Run 1, cell outlines without signal wires:
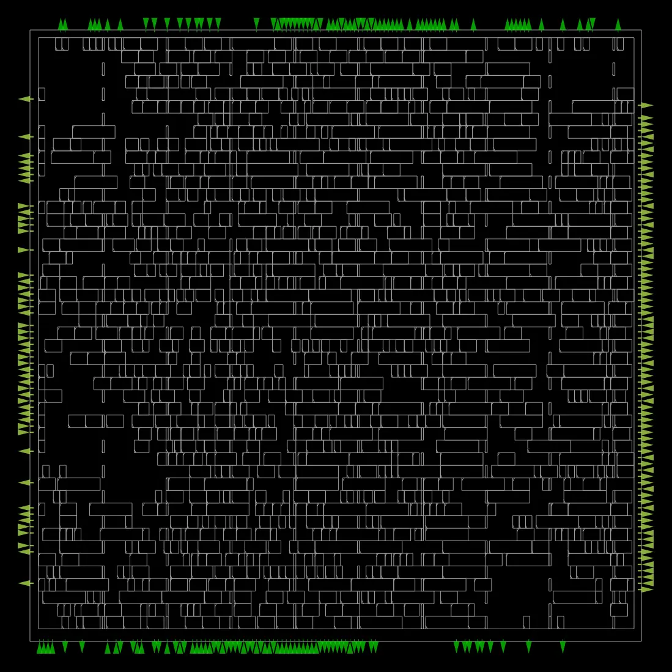
Run 1, placement by cell class:
Fill, decap, tap and diode cells in grey.
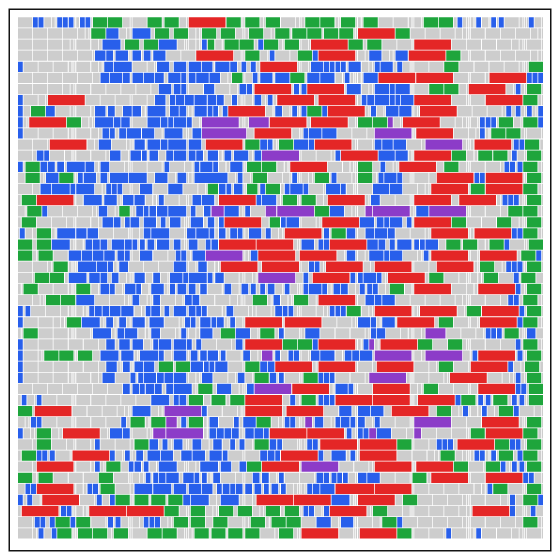
Run 1, wire density map:
The die is cut into 26 by 26 equal tiles; dark blue is low, red is high, scaled to the fullest tile. Values are wire area over tile area, all layers added.
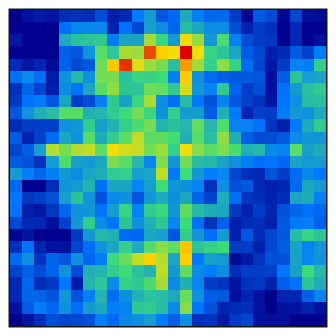
Run 1, floorplan with the power grid:
The bar under the picture is 50 µm long. Pins as bars on the die edge. Tap cells in grey.
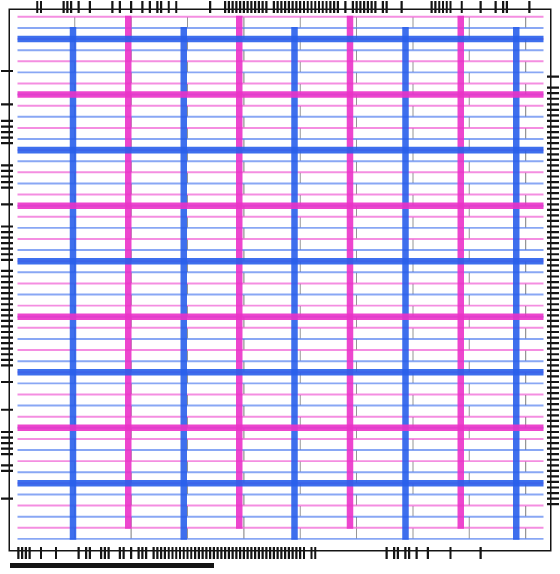
## src/rtl/pc_fetch_seq.sv

```systemverilog
// Program-counter and instruction-fetch sequencer: fetch handshake, issue to decode, next-PC resolve.
// Optional misaligned-next-PC trap enabled by defining PC_MISALIGN_TRAP_EN.
module pc_fetch_seq #(
   parameter logic [31:0] RESET_PC = 32'h0000_0000,
   parameter logic [31:0] TRAP_PC  = 32'h0000_0100
) (
   input  logic        clk,
   input  logic        rst,
   output logic        imem_req,
   output logic [31:0] imem_addr,
   input  logic        imem_ack,
   input  logic [31:0] imem_rdata,
   output logic [31:0] inst,
   output logic        inst_valid,
   output logic [31:0] pc_out,
   output logic [31:0] pc_plus4,
   input  logic        stall,
   input  logic        br_taken,
   input  logic [31:0] br_off,
   input  logic        jr_en,
   input  logic [31:0] jr_target,
   output logic        trap,
   output logic [31:0] trap_addr
);

   localparam int unsigned XLEN = 32;
   localparam logic [XLEN-1:0] ALIGN_MASK = 32'hFFFF_FFFC;

   typedef enum logic [1:0] {
      ST_BOOT  = 2'd0,
      ST_FETCH = 2'd1,
      ST_ISSUE = 2'd2,
      ST_TRAP  = 2'd3
   } state_e;

   state_e          state_q, state_d;
   logic [XLEN-1:0] pc_q, pc_d;
   logic [XLEN-1:0] inst_q, inst_d;
   logic [XLEN-1:0] pc_out_q, pc_out_d;
   logic [XLEN-1:0] pc_plus4_q, pc_plus4_d;
   logic            imem_req_q, imem_req_d;
   logic            inst_valid_q, inst_valid_d;
   logic [XLEN-1:0] next_pc;

`ifdef PC_MISALIGN_TRAP_EN
   logic            trap_q, trap_d;
   logic [XLEN-1:0] trap_addr_q, trap_addr_d;
`endif

   // Next-PC resolve: jump-register beats taken branch beats sequential; adds wrap.
   always_comb begin
      next_pc = pc_out_q + XLEN'(4);
      if (jr_en) begin
         next_pc = jr_target;
      end else if (br_taken) begin
         next_pc = pc_out_q + br_off;
      end
   end

   always_comb begin
      state_d  = state_q;
      pc_d     = pc_q;
      inst_d   = inst_q;
      pc_out_d = pc_out_q;
`ifdef PC_MISALIGN_TRAP_EN
      trap_addr_d = trap_addr_q;
`endif
      case (state_q)
         ST_BOOT: begin
            state_d = ST_FETCH;
         end
         ST_FETCH: begin
            if (imem_ack) begin
               inst_d   = imem_rdata;
               pc_out_d = pc_q;
               state_d  = ST_ISSUE;
            end
         end
         ST_ISSUE: begin
            if (!stall) begin
`ifdef PC_MISALIGN_TRAP_EN
               if (next_pc[1:0] != 2'b00) begin
                  trap_addr_d = next_pc;
                  state_d     = ST_TRAP;
               end else begin
                  pc_d    = next_pc;
                  state_d = ST_FETCH;
               end
`else
               pc_d    = next_pc & ALIGN_MASK;
               state_d = ST_FETCH;
`endif
            end
         end
         ST_TRAP: begin
            pc_d    = TRAP_PC;
            state_d = ST_FETCH;
         end
         default: begin
            state_d = ST_BOOT;
         end
      endcase

      // Outputs are registered against the state being entered.
      imem_req_d   = (state_d == ST_FETCH);
      inst_valid_d = (state_d == ST_ISSUE);
      pc_plus4_d   = pc_out_d + XLEN'(4);
`ifdef PC_MISALIGN_TRAP_EN
      trap_d = (state_d == ST_TRAP);
`endif
   end

   always_ff @(posedge clk or posedge rst) begin
      if (rst) begin
         state_q      <= ST_BOOT;
         pc_q         <= RESET_PC;
         inst_q       <= '0;
         pc_out_q     <= RESET_PC;
         pc_plus4_q   <= RESET_PC + XLEN'(4);
         imem_req_q   <= 1'b0;
         inst_valid_q <= 1'b0;
      end else begin
         state_q      <= state_d;
         pc_q         <= pc_d;
         inst_q       <= inst_d;
         pc_out_q     <= pc_out_d;
         pc_plus4_q   <= pc_plus4_d;
         imem_req_q   <= imem_req_d;
         inst_valid_q <= inst_valid_d;
      end
   end

`ifdef PC_MISALIGN_TRAP_EN
   always_ff @(posedge clk or posedge rst) begin
      if (rst) begin
         trap_q      <= 1'b0;
         trap_addr_q <= '0;
      end else begin
         trap_q      <= trap_d;
         trap_addr_q <= trap_addr_d;
      end
   end

   assign trap      = trap_q;
   assign trap_addr = trap_addr_q;
`else
   assign trap      = 1'b0;
   assign trap_addr = '0;
`endif

   assign imem_req   = imem_req_q;
   assign imem_addr  = pc_q;
   assign inst       = inst_q;
   assign inst_valid = inst_valid_q;
   assign pc_out     = pc_out_q;
   assign pc_plus4   = pc_plus4_q;

endmodule
```

## config.mk

```make
export PLATFORM = sky130hd
export DESIGN_NAME = pc_fetch_seq
export DESIGN_NICKNAME = d
export VERILOG_FILES = /design/src/rtl/pc_fetch_seq.sv
export SDC_FILE = /design/constraint.sdc
export NUM_CORES = 1
export LEC_CHECK = 0
export CORE_MARGIN = 1.5
export CORE_UTILIZATION = 45
export CTS_BUF_LIST = sky130_fd_sc_hd__clkbuf_8 sky130_fd_sc_hd__clkbuf_16
export DETAILED_ROUTE_END_ITERATION = 7
export PLACE_DENSITY_LB_ADDON = 0.2
export SYNTH_ARGS = -nofsm -noshare
export SYNTH_HDL_FRONTEND = slang
export SYNTH_SLANG_ARGS = --single-unit
```

## constraint.sdc

```tcl
create_clock -name clk -period 9.55 [get_ports clk]
set_input_delay 1.91 -clock clk [delete_from_list [all_inputs] [get_ports clk]]
set_output_delay 1.91 -clock clk [all_outputs]
set_load 0.01 [all_outputs]
```

==> run_results.csv, run 1 <==
group,metric,value,unit
cts,htreeDepth,4,
yosys,synth.cell_area,7516,µm²
cts,clkTransAtPathRegs,0.06,ns
placement,hpwlAfterDp,16.14,mm
placement,dp_cells,1279,
grt,grt_use_met3,0.05229,
route,ant_nets,0,
yosys,syn_area_per_cell,8.689,µm²
final_timing,slew_headroom,0.3472,
cts,numCtsBuffers,17,
final_timing,fin_crit_sh,0.5270,
final_timing,setup_viol,0,
cts,post_cts_resized,0,
final_timing,fin_crit,5.033,ns
final_layout,nNetsFinal,1215,
final_timing,finClkSkew,0.007798,ns
yosys,synth.distinct_cells,62,
worst_setup_path,crit_path_top_delay_cell,"and2_4",
power,design_power_total,3086,µW
route,vias_per_cell,5.072,
worst_setup_path,worstPathCellList,"clkdlybuf4s50_1 > and2_4 > a31oi_1 > a21o_1 > or3_1 > or3_4 > or4_1 > nor2_1 > xnor2_1",
yosys,ys_chip_area,7516,µm²
route,dr.pass1.iters,5,
final_layout,drive_gt1_frac,0.05046,
cts,clockBufferDepth,2,
worst_setup_path,crit_buf_inv,1,
grt,busiest_layer,"met2",
grt,use_met1,0.3488,
grt,globalRouteOverflowTotal,0,
final_timing,fin_hold_ws,0.4720,ns
placement,placed_cell_area,9776,µm²
worst_setup_path,crit_family,"simple AND/OR/NAND/NOR gates",
cts,cts_hold_buf,0,
run,max_cap_viol_count,0,
placement,portBuffers,221,
worst_setup_path,worstSetupPathType,"input pin to flop",
route,dr.first_iter.drc_count,427,
hold_path,min_path_type,"flop to flop",
final_timing,hold_violations,0,
yosys,synthCells,865,
worst_setup_path,crit_path_max_fanout,75,
die,fp-utilization,0.4565,
final_timing,layout_setup_ws,4.517,ns
yosys,synth-edff-count,0,
final_timing,setup_tns,0,ns
final_layout,area_growth,37.46,%
yosys,flop_cell,"dfrtp_1",
worst_setup_path,start_kind,"input pin",
power,p_leak,0.004689,µW
outcome,status,"finished, final reports clean",
worst_setup_path,arrival,5.36,ns
die,dieArea,17490,µm²
final_timing,worst_slew_pin_slew,0.9791,ns
grt,grt_max_degree,76,
die,ios,265,
yosys,numSynthFlops,126,
yosys,ys_warn_count,0,
-- 'cell outlines without signal wires' (at the start) --
sequential cell area share: 0.3053
Layout fillers: 1427

-- 'placement by cell class' (at the start) --
red -> sequential cells  # cells 126
purple -> clock drivers and dummy loads  # cells 31
green -> remaining buffers and delay cells  # cells 226
blue -> combinational and other logic  # cells 707
Layout Utilization: 0.6274
fin area: 10330 µm²
core area: 16470 µm²

-- 'wire density map' (at the start) --
nearly empty tiles = 4.6%
emptiest ninth of the die = bottom right
mean over tiles = 0.20
tiles over half the peak = 13%
via count: 6654
All-Layer GR Usage: 0.2474
wire length per cell: 16.39 µm

-- 'floorplan with the power grid' (at the start) --
blue -> VSS
magenta -> VDD
met4 straps = 9
signal pins = 265
die height: 132.2 µm
Peak VDD IR: 0.2138 mV
Die X: 132.2 µm

## run 1: flip-flops by register name, summed over array words and instances, names as in the netlist
register / count
state_q: 2
pc_out: 30
imem_req: 1
imem_addr: 30
inst: 32
inst_valid: 1
pc_plus4: 30
## run 1: layout by cell type (no fill, tap or decap), types with 5 or more instances in the layout
cell type        count
dfrtp_1            125
a21oi_1             44
nand2b_1             5
conb_1              39
xnor2_1             45
xor2_1              25
nor2_1              62
nand4_1             10
nand2_1            198
clkbuf_16           17
ha_1                35
nor3_1              17
a21o_1               5
a31oi_1             10
inv_1               32
buf_4                5
a211oi_1            14
nand3_1             21
mux2i_1             23
o21ai_0             32
clkdlybuf4s50_1    220
o221ai_1             7
or3_1                6
a211o_1              5
## run 1: worst min-delay path, cell delays in order, from the launching register on
cell and delay, ns:
dfrtp_1 0.33, nand2_1 0.05, nand2_1 0.06
## run 1: cells in the mapped netlist, drive strengths merged, types with 7 or more instances
cell type	count	area (µm²)
nand2	199	747.0
inv	33	123.9
a211oi	14	105.1
xnor2	45	394.1
buf	47	334.1
dfrtp	125	3128
o21ai	36	180.2
nor2	62	232.7
a21oi	44	220.2
clkbuf	23	86.33
mux2i	24	240.2
nand4	10	62.56
xor2	25	219.0
or3	7	48.80
a31oi	10	62.56
ha	35	437.9
o221ai	7	61.31
nor3	20	115.1
nand3	22	115.1
## run 1: layout make-up
class                           instances  area, µm²  area share
Inverter                               33      126.4     0.01223
Timing Repair Buffer                  226       2245      0.2173
Multi-Input combinational cell        674       3975      0.3848
Clock buffer                           19      452.9     0.04384
Sequential cell                       126       3154      0.3053
Antenna cell                            2      5.005   0.0004844
Clock inverter                         12      97.59    0.009446
Tap cell                              220      275.3     0.02664
## run 1: per-layer routing
layer | up-vias | share of wire
met4 | 0 | 0.024
met1 | 3049 | 0.46
li1 | 3301 | -
met2 | 269 | 0.44
met3 | 35 | 0.068
met5 | - | 0
## run 1: power breakdown
group / switching, µW / internal (µW)
Clock: 240 / 367
Combinational: 759 / 746
Sequential: 217 / 758
Total: 1220 / 1870
## run 1: cell families (layout without fill, tap and decap cells)
group | after synthesis | in the layout | share of synthesized area
DFF | 126 | 126 | 0.4197
other | 1 | 41 | 0.0004989
adders and majority gates | 35 | 35 | 0.05827
muxes | 24 | 24 | 0.03196
and+or+nand+nor | 354 | 354 | 0.2078
buffers and inverters | 103 | 290 | 0.07241
AOI/OAI and AO/OA | 152 | 152 | 0.1279
xor gates and xnor gates | 70 | 70 | 0.08157
## run 1: final timing paths
check / startpoint / endpoint / slack [ns] / cells after the start
worst max-delay path: imem_ack / pc_plus4[26] / 4.52 / 9
worst min-delay path: inst[29] / inst[29] / 0.47 / 2
worst max register to register: state_q[1] / pc_plus4[26] / 5.90 / 10
worst min register to register: inst[29] / inst[29] / 0.47 / 2
max in group asynchronous: rst / imem_addr[8] / 6.23 / 3
min in group asynchronous: rst / pc_plus4[7] / 2.02 / 2
## Run 2: what changed since run 1
==> constraint.sdc (replaced) <==
create_clock -name clk -period 5 [get_ports clk]
set_input_delay 1 -clock clk [delete_from_list [all_inputs] [get_ports clk]]
set_output_delay 1 -clock clk [all_outputs]
set_load 0.01 [all_outputs]
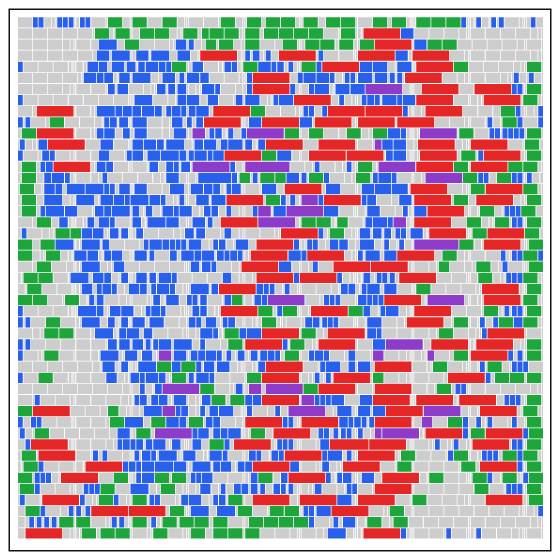
Run 2: placement by cell class
Fill, decap, tap and diode cells in grey.
purple -> clock drivers and dummy loads  # cells 32
red -> sequential cells  # cells 126
blue -> combinational and other logic  # cells 707
green -> remaining buffers and delay cells  # cells 230

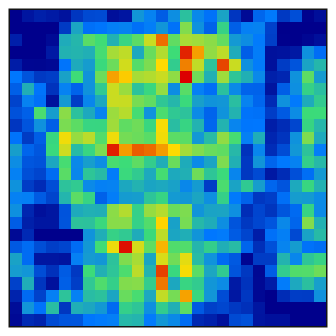
Run 2: wire density map
The die is cut into 26 by 26 equal tiles; dark blue is low, red is high, scaled to the fullest tile. Values are wire area over tile area, all layers added.
emptiest ninth of the die = bottom right
fullest tile = 0.59
tiles over half the peak = 21%
mean over tiles = 0.20
wire length per cell: 16.29 µm
routed wire length: 21.45 mm
All-Layer GR Usage: 0.2466

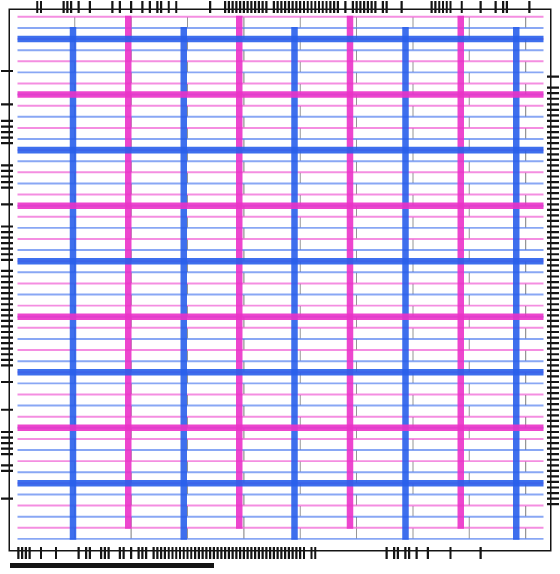
Run 2: floorplan with the power grid
The bar under the picture is 50 µm long. Pins as bars on the die edge. Tap cells in grey.
Peak VDD IR: 0.2851 mV

==> run 2 against run 1 <==
  * Combinational power increased by 91%
  * Highest routed layer unchanged
  * Critical path type unchanged
  * Die size is the same
  * Count of clock-buffer cells in the layout fell by 2
==> run_results.csv, run 2 <==
group,metric,value,unit
worst_setup_path,arrival,4.12,ns
final_layout,utilization,0.6315,
yosys,flop_cell,"dfrtp_1",
worst_setup_path,crit_buf_inv,1,
cts,cts_hold_buf,0,
run,max_cap_viol_count,0,
placement,portBuffers,221,
yosys,synth.distinct_cells,62,
worst_setup_path,crit_path_top_delay_cell,"and2_4",
hold_path,min_delay_path_depth,2,
worst_setup_path,cp.depth,9,
die,dieArea,17490,µm²
die,fp-utilization,0.4565,
worst_setup_path,reg2regPathDepth,10,
die,fp.dieH,132.2,µm
yosys,largest_area_cell,"dfrtp_1",
final_timing,fin_crit_sh,0.7682,
outcome,status,"finished, final reports clean",
route,dr.first_iter.drc_count,353,
worst_setup_path,crit_family,"simple AND/OR/NAND/NOR gates",
yosys,synth.cell_area,7516,µm²
die,ios,265,
cts,htreeDepth,4,
final_layout,area_growth,38.35,%
cts,clockBufferDepth,2,
grt,busiest_layer,"met2",
worst_setup_path,r2r_slack,1.61,ns
yosys,ys_chip_area,7516,µm²
worst_setup_path,crit_path_max_fanout,48,
grt,globalRouteOverflowTotal,0,
worst_setup_path,worstSetupEndpoint,"pc_plus4[28]",
die,core_area,16470,µm²
final_timing,hold_violations,0,
worst_setup_path,r2r_end,"pc_plus4[28]",
yosys,synthCells,865,
placement,hpwlAfterDp,16.38,mm
final_timing,setup_tns,0,ns
route,dr.pass1.iters,7,
final_layout,final_common_cell,"clkdlybuf4s50_1",
yosys,ys_top_cells_by_count,"199 x nand2_1, 125 x dfrtp_1, 62 x nor2_1",
worst_setup_path,worstReg2RegStart,"state_q[1]",
grt,use_met1,0.3406,
final_layout,final_cell_mix,"220 x clkdlybuf4s50_1, 198 x nand2_1, 125 x dfrtp_1, 62 x nor2_1, 45 x xnor2_1",
final_timing,fin_hold_ws,0.4722,ns
worst_setup_path,worstSetupPathType,"input pin to flop",
route,ant_nets,0,
route,num_vias,6738,
worst_setup_path,start_kind,"input pin",
yosys,yosysMostFrequentCell,"nand2_1",
## run 2: metal layers
layer / part of all wire / vias up
met5: 0 / -
met4: 0.024 / 0
met3: 0.065 / 33
met2: 0.45 / 273
met1: 0.46 / 3109
li1: - / 3323
## run 2: final cells by class
cell class,count,area (µm²)
Fill cell,1415,6067
Multi-Input combinational cell,674,3975
Sequential cell,126,3154
Timing Repair Buffer,230,2275
Clock buffer,17,425.4
Tap cell,220,275.3
Clock inverter,15,162.7
Inverter,33,126.4
Antenna cell,2,5.005
## run 2: per-stage QoR
step / area (µm²) / setup WS [ns] / total power [µW]
after floorplan: 7659 / 0.6457 / 3386
after global placement: 9806 / 0.7850 / 4681
after detailed placement: 9806 / 0.7622 / 4732
after CTS: 10390 / 1.161 / 5990
after global routing: 10400 / 0.9404 / 6360
final: 10400 / 1.159 / 5970
## run 2: worst min path at each step
stage | to | slack (ns)
6_report | inst[29] | 0.47
4_1_cts | inst[13] | 0.48
2_1_floorplan | inst[0] | 0.51
5_1_grt | inst[28] | 0.50
3_3_place_gp | inst[22] | 0.46
3_5_place_dp | inst[13] | 0.46
## run 2: worst min-delay path: stages (launching register included)
cell and delay (ns):
dfrtp_1 0.34, nand2_1 0.05, nand2_1 0.05
## run 2: cell families (layout without fill, tap and decap cells)
family / count (synthesis) / count (layout) / share of synthesized area
xor gates and xnor gates: 70 / 70 / 0.08157
muxes: 24 / 24 / 0.03196
adders and majority gates: 35 / 35 / 0.05827
AOI/OAI and AO/OA: 152 / 152 / 0.1279
buffers and inverters: 103 / 295 / 0.07241
DFF: 126 / 126 / 0.4197
other: 1 / 41 / 0.0004989
and+or+nand+nor: 354 / 354 / 0.2078
## run 2: report_power, final
part | leakage, µW | switching (µW) | internal, µW
registers | 0.00163 | 423 | 1450
logic | 0.00281 | 1440 | 1430
clock network | 0.000286 | 484 | 741
## Run 3: what changed since run 2
==> constraint.sdc (replaced) <==
create_clock -name clk -period 3.8 [get_ports clk]
set_input_delay 0.76 -clock clk [delete_from_list [all_inputs] [get_ports clk]]
set_output_delay 0.76 -clock clk [all_outputs]
set_load 0.01 [all_outputs]
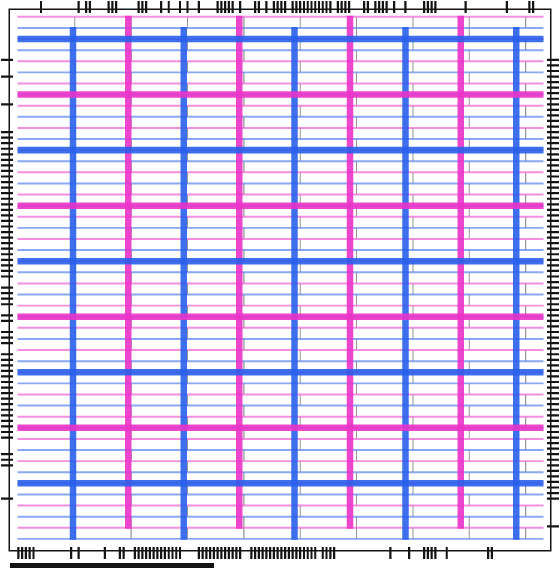
Run 3: floorplan with the power grid
The bar under the picture is 50 µm long. Pins as bars on the die edge. Tap cells in grey.
blue -> VSS
magenta -> VDD
rows = 47
met5 straps = 9
signal pins = 265
met4 straps = 9
Peak VDD IR: 0.3639 mV

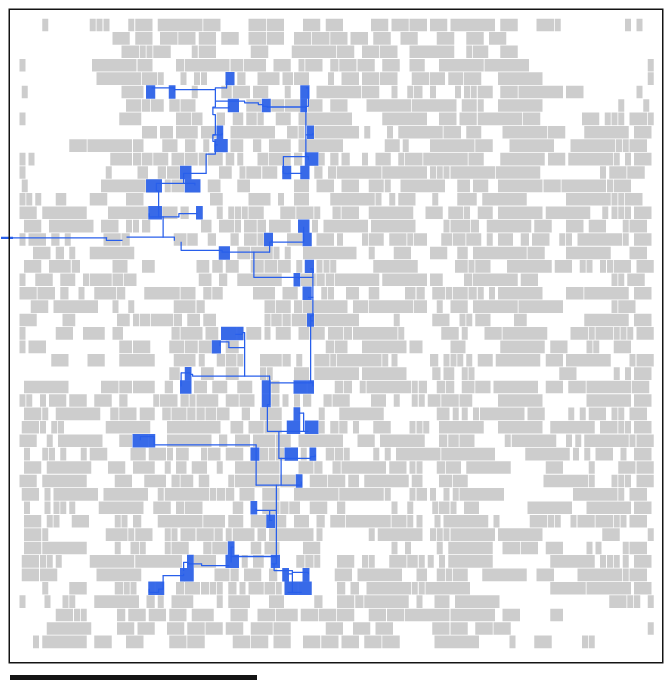
Run 3: I/O nets highlighted
The bar under the picture is 50 µm long.
blue -> br_taken  # bits 1, direction input, edge left, end cells 57, buffers 2, wire 453 µm
IO Port Bufs: 221
IO Pins: 265

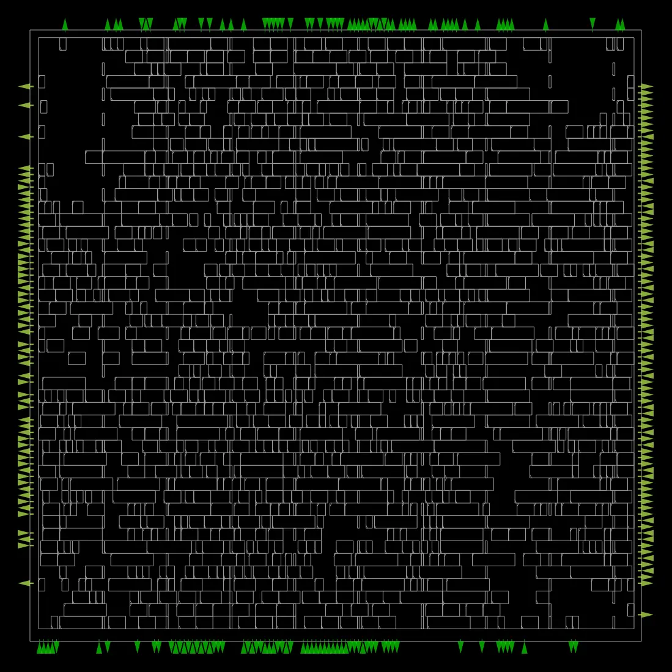
Run 3: cell outlines without signal wires
sequential cells: 126
sequential cell area share: 0.2963
Layout Utilization: 0.6465
Layout fillers: 1445
tap cells: 220

==> run 3 against run 2 <==
  * Register-to-register slack worse by 0.94 ns
  * Die size stayed put
  * Cell count is 1.5% higher
  * Largest cell class unchanged
==> run_results.csv, run 3 <==
group,metric,value,unit
run,warnings,35,
worst_setup_path,crit_path_top_delay_cell,"clkdlybuf4s50_1",
final_layout,antenna_cells,0,
placement,hpwlAfterDp,17.08,mm
worst_setup_path,start_kind,"input pin",
power,switchingPower,3109,µW
die,die_w,132.2,µm
power,switching_share,0.3814,
final_timing,layout_setup_ws,0.3667,ns
yosys,flop_cell,"dfrtp_1",
cts,post_cts_buffers,0,
yosys,yosysMostFrequentCell,"nand2_1",
final_timing,finClkSkew,0.01106,ns
placement,gp_congestion,0.9183,
worst_setup_path,worstReg2RegStart,"pc_out[20]",
die,fp-utilization,0.4565,
yosys,synthCells,865,
die,core_area,16470,µm²
placement,pre_cts_slack,-0.0005096,ns
final_timing,setup_viol,0,
yosys,ys_top_cells_by_count,"199 x nand2_1, 125 x dfrtp_1, 62 x nor2_1",
final_layout,area_growth,41.63,%
route,ant_nets,0,
final_layout,register_area,3154,µm²
worst_setup_path,worstSetupPathType,"input pin to flop",
route,vias_per_cell,5.204,
worst_setup_path,reg2regPathDepth,10,
die,fp.dieH,132.2,µm
yosys,largest_area_cell,"dfrtp_1",
cts,post_cts_resized,0,
grt,track_usage,0.2611,
power,design_power_total,8153,µW
hold_path,min_delay_path_depth,2,
cts,clockBufferDepth,2,
cts,cts-root-buf,"clkbuf_16",
worst_setup_path,r2r_end,"imem_addr[31]",
power,p_int,5044,µW
power,seq_power_share,0.301,
route,dr.first_iter.drc_count,425,
cts,clkTransAtPathRegs,0.05,ns
cts,cts_tree,"built",
grt,grt_pass1_wl,35.05,mm
route,num_vias,6958,
yosys,synth_stat.cells,865,
final_timing,rsz0062_at_grt,"false",
yosys,synth-edff-count,0,
hold_path,hold-path-endpoint,"inst[20]",
worst_setup_path,critPathMaxStageDelay,0.50,ns
worst_setup_path,arrival,3.70,ns
final_layout,comb_area,3975,µm²
grt,globalRouteOverflowTotal,0,
final_timing,fin_crit,3.433,ns
yosys,synth.distinct_cells,62,
final_timing,worst_slew_pin_slew,0.7580,ns
grt,grt_max_degree,104,
yosys,synth.cell_area,7516,µm²
power,p_clk_frac,0.213,
worst_setup_path,r2r_slack,0.67,ns
yosys,netlist_top_cells_area,"dfrtp_1 42%, nand2_1 9.9%, ha_1 5.8%, xnor2_1 5.2%, buf_4 3.9%",
final_timing,fin_crit_sh,0.9035,
route,wl,22.85,mm
worst_setup_path,crit_path_max_fanout,2,
route,dr.pass1.iters,5,
final_timing,hold_violations,0,
cts,cts_hold_buf,0,
die,dieArea,17490,µm²
route,post_drt_wl_per_cell,17.09,µm
final_layout,final_cell_mix,"220 x clkdlybuf4s50_1, 198 x nand2_1, 125 x dfrtp_1, 62 x nor2_1, 45 x xnor2_1",
power,p_comb_frac,0.486,
final_layout,largest_reg_flops,32,
final_timing,maxSlewViolCount,0,
outcome,status,"finished, final reports clean",
cts,htreeDepth,4,
yosys,ys_chip_area,7516,µm²
worst_setup_path,critPathCaptureType,"flop",
cts,numCtsBuffers,17,
power,p_leak,0.004871,µW
run,max_cap_viol_count,0,
final_layout,final_common_cell,"clkdlybuf4s50_1",
final_timing,setup_tns,0,ns
## run 3: cell counts after synthesis
Identical to the previous run, type by type.
## run 3: worst max path at each step
| stage | end | startpoint | slack [ns] | depth (start not counted) |
|---|---|---|---|---|
| finish | imem_addr[31] | br_off[20] | 0.37 | 11 |
| CTS | imem_addr[31] | br_off[20] | 0.42 | 11 |
| floorplan | pc_plus4[28] | imem_ack | 0.0004 | 16 |
| detailed placement | imem_addr[31] | br_off[20] | -0.0005 | 11 |
| global placement | imem_addr[31] | br_off[20] | 0.03 | 11 |
| global route | imem_addr[31] | br_off[20] | 0.18 | 11 |
## run 3: kinds of logic (layout without fill, tap and decap cells)
group | after synthesis | after routing | synth area share
AND/OR/NAND/NOR | 354 | 354 | 0.2078
AND-OR/OR-AND | 152 | 152 | 0.1279
flip-flops | 126 | 126 | 0.4197
buffers and inverters | 103 | 317 | 0.07241
XOR/XNOR | 70 | 70 | 0.08157
adder cells (fa/ha/maj) | 35 | 35 | 0.05827
multiplexers | 24 | 24 | 0.03196
other | 1 | 39 | 0.0004989
## run 3: layout make-up
cell class / count / share of cell area
Clock buffer: 17 / 0.03996
Tap cell: 220 / 0.02586
Timing Repair Buffer: 253 / 0.2334
Inverter: 33 / 0.01199
Multi-Input combinational cell: 674 / 0.3734
Sequential cell: 126 / 0.2963
Clock inverter: 14 / 0.01904
## run 3: power groups by stage
| stage | logic [µW] | clock network, µW | registers, µW |
|---|---|---|---|
| after floorplan | 1870 | 0 | 2590 |
| after global placement | 3860 | 0 | 2440 |
| after detailed placement | 3920 | 0 | 2460 |
| after CTS | 3950 | 1770 | 2440 |
| after global routing | 4310 | 1830 | 2520 |
| final | 3960 | 1740 | 2450 |
## run 3: critical path: cells and delay by family
kind / cells / cell delay (ns)
buffers and inverters: 1 / 0.50
adder cells (fa/ha/maj): 1 / 0.25
AND/OR/NAND/NOR: 3 / 0.93
AND-OR/OR-AND: 5 / 1.08
XOR/XNOR: 1 / 0.18
## run 3: per-stage QoR
step                      hold slack, ns  std cells    util  area, µm²
after floorplan                   0.5139        903       -       7664
after global placement            0.4563       1306  0.6084      10020
after detailed placement          0.4608       1306  0.6084      10020
after CTS                         0.4752       1337  0.6465      10650
after global routing              0.4916       1337  0.6465      10650
final                             0.4718       1337  0.6465      10650
## run 3: routing by layer
layer | share of wire | GRT usage | up-vias
met5 | 0 | 0 | -
met4 | 0.023 | 0.09585 | 0
met3 | 0.072 | 0.05421 | 40
met2 | 0.47 | 0.4287 | 295
met1 | 0.44 | 0.3417 | 3262
li1 | - | - | 3361
No activity file was given, so power comes from the tool's default toggle rates.
